==> config.mk <==
export PLATFORM = sky130hd
export DESIGN_NAME = seq_restoring_divider
export DESIGN_NICKNAME = d
export VERILOG_FILES = /design/src/rtl/seq_restoring_divider.sv
export SDC_FILE = /design/constraint.sdc
export NUM_CORES = 1
export LEC_CHECK = 0
export ABC_CLOCK_PERIOD_IN_PS = 1800
export CAP_MARGIN = 5
export CORE_MARGIN = 2
export CORE_UTILIZATION = 40
export CTS_CLUSTER_DIAMETER = 50
export DETAILED_ROUTE_END_ITERATION = 7
export MAX_ROUTING_LAYER = met4
export PLACE_DENSITY = 0.73
export REMOVE_ABC_BUFFERS = 1
export SLEW_MARGIN = 20
export SYNTH_ARGS = -nofsm -noshare
export SYNTH_HDL_FRONTEND = slang
export SYNTH_SLANG_ARGS = --single-unit
==> constraint.sdc <==
create_clock -name clk -period 1.8 [get_ports clk]
set_input_delay 0.18 -clock clk [delete_from_list [all_inputs] [get_ports clk]]
set_output_delay 0.18 -clock clk [all_outputs]
set_load 0.005 [all_outputs]
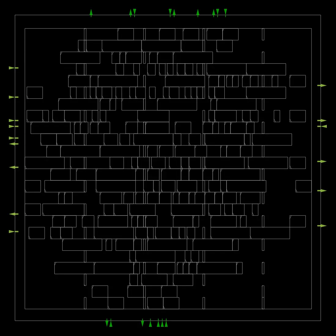
final_placement.png
Seq cells: 36
num tapcells: 52
Rows: 24
Core ar.: 4354 µm²
sequential share of cell area: 0.3864

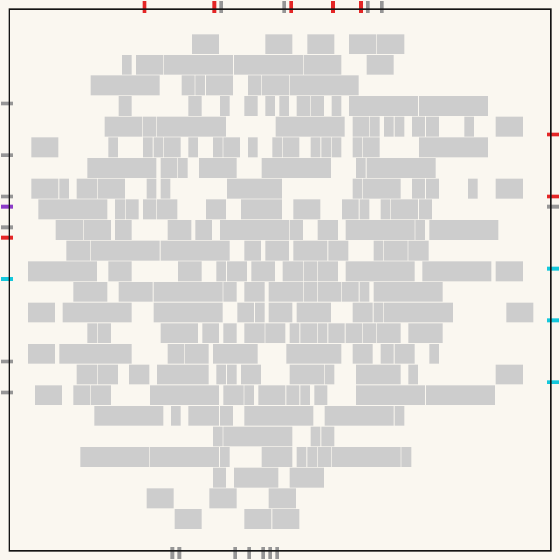
pins.png
Pins as bars across the die edge, other pins in grey.
colour	port	pins	direction	edge
cyan	remainder	4	output	3 right, 1 left
purple	rst	1	input	left
red	quotient	8	output	5 top, 2 right, 1 left
all pins by edge	9 left, 9 top, 7 bottom, 6 right
Buffers on Ports: 30
Die H: 71.14 µm

==> Slide: Implementation Results <==
Key Metrics from the Run

Outcome
  – Status: complete, no violations

Setup path
  – CP Capture Type: flip-flop
  – WP data arrival: between 1.5 and 2 ns
  – Startpoint Class: flip-flop
  – Max incr delay on CP: ~0.43 ns
  – CP Depth: 5

Detailed routing
  – Wirelength per Cell: approximately 13 µm

Power
  – Largest Pwr Group: combinational cells
  – Clk power: 0.000540 W
  – Sw power: ~0.0018 W
  – Comb. pwr: between 0.002 and 0.003 W
  – Flop pwr share: 0.331

STA
  – Measured slew at the worst slew-check pin: ~0.46 ns
  – Min Clock Period, post-route: around 1.7 ns

Layout
  – Final instance area: ~2300 µm²
  – Area grow syn2layout: 29.49%
  – Top Layout Cells: dfrtp_1, clkdlybuf4s50_1, nand2_1
  – Final Core Density: 0.5362
  – Layout cells sized above 1: 0.1384

Global routing
  – GR Overflow Total: 0
  – Vias in the first global route: around 1400
  – Largest net degree at the start of global routing: 37

Synthesis
  – Compound Share, Synth: 0.1825
  – Post-synth EDFFs: 0
  – Ys cells: 184

Min path
  – Worst hold-check path type: in -> async

CTS
  – Insertion Delay late pin: 0.28 ns
  – CTS tree: done
  – CTS Buf Count: 5

Floorplanning
  – IO Pins: 31
-- cells by family (layout without fill, tap and decap cells) --
group                      count (synthesis)  in the layout
DFF                                       36             36
buffers and inverters                     28             68
xor gates and xnor gates                   1              1
adders and majority gates                  7              7
and+or+nand+nor                           59             59
muxes                                      3              3
AOI/OAI and AO/OA                         50             50
-- per-layer routing --
| metal | track usage | routed length (µm) | vias up |
|---|---|---|---|
| met5 | - | 0 | - |
| met4 | 0.05660 | 21 | 0 |
| met3 | 0.03419 | 141 | 3 |
| met2 | 0.2233 | 1657 | 34 |
| met1 | 0.2326 | 1825 | 662 |
| li1 | - | - | 722 |
-- metrics by stage --
step / hold slack [ns] / TNS [ns]
5_1_grt: 0.3663 / -0.1132
3_5_place_dp: 0.4744 / 0
2_1_floorplan: 0.2968 / -0.07999
3_3_place_gp: 0.4665 / 0
4_1_cts: 0.3025 / 0
6_report: 0.2998 / 0
-- area by class of cell --
type | instances | area, µm²
fill | 385 | 2019
inverter | 19 | 71.32
sequential | 36 | 902.1
tap | 52 | 65.06
timing repair buffer | 41 | 395.4
multi-input combinational | 120 | 820.8
clock buffer | 8 | 80.08
-- synth_stat cells (2+ instances only) --
cell / n
a21oi_1: 14
a22o_1: 2
a22oi_1: 2
a31oi_1: 8
and3_1: 3
and4_1: 2
buf_2: 6
buf_6: 2
dfrtp_1: 35
ha_1: 6
inv_1: 19
mux2_2: 2
nand2_1: 23
nand2b_1: 3
nor2_1: 10
nor2b_1: 2
nor3_1: 9
o21a_1: 2
o21ai_0: 7
o31ai_1: 4
o32ai_1: 3
-- timing repair --
action	in CTS	in global routing
setup endpoints to repair	0	11
setup buffers	0	2
hold buffers	0	0
gates resized	0	7
No activity file was given, so power comes from the tool's default toggle rates.
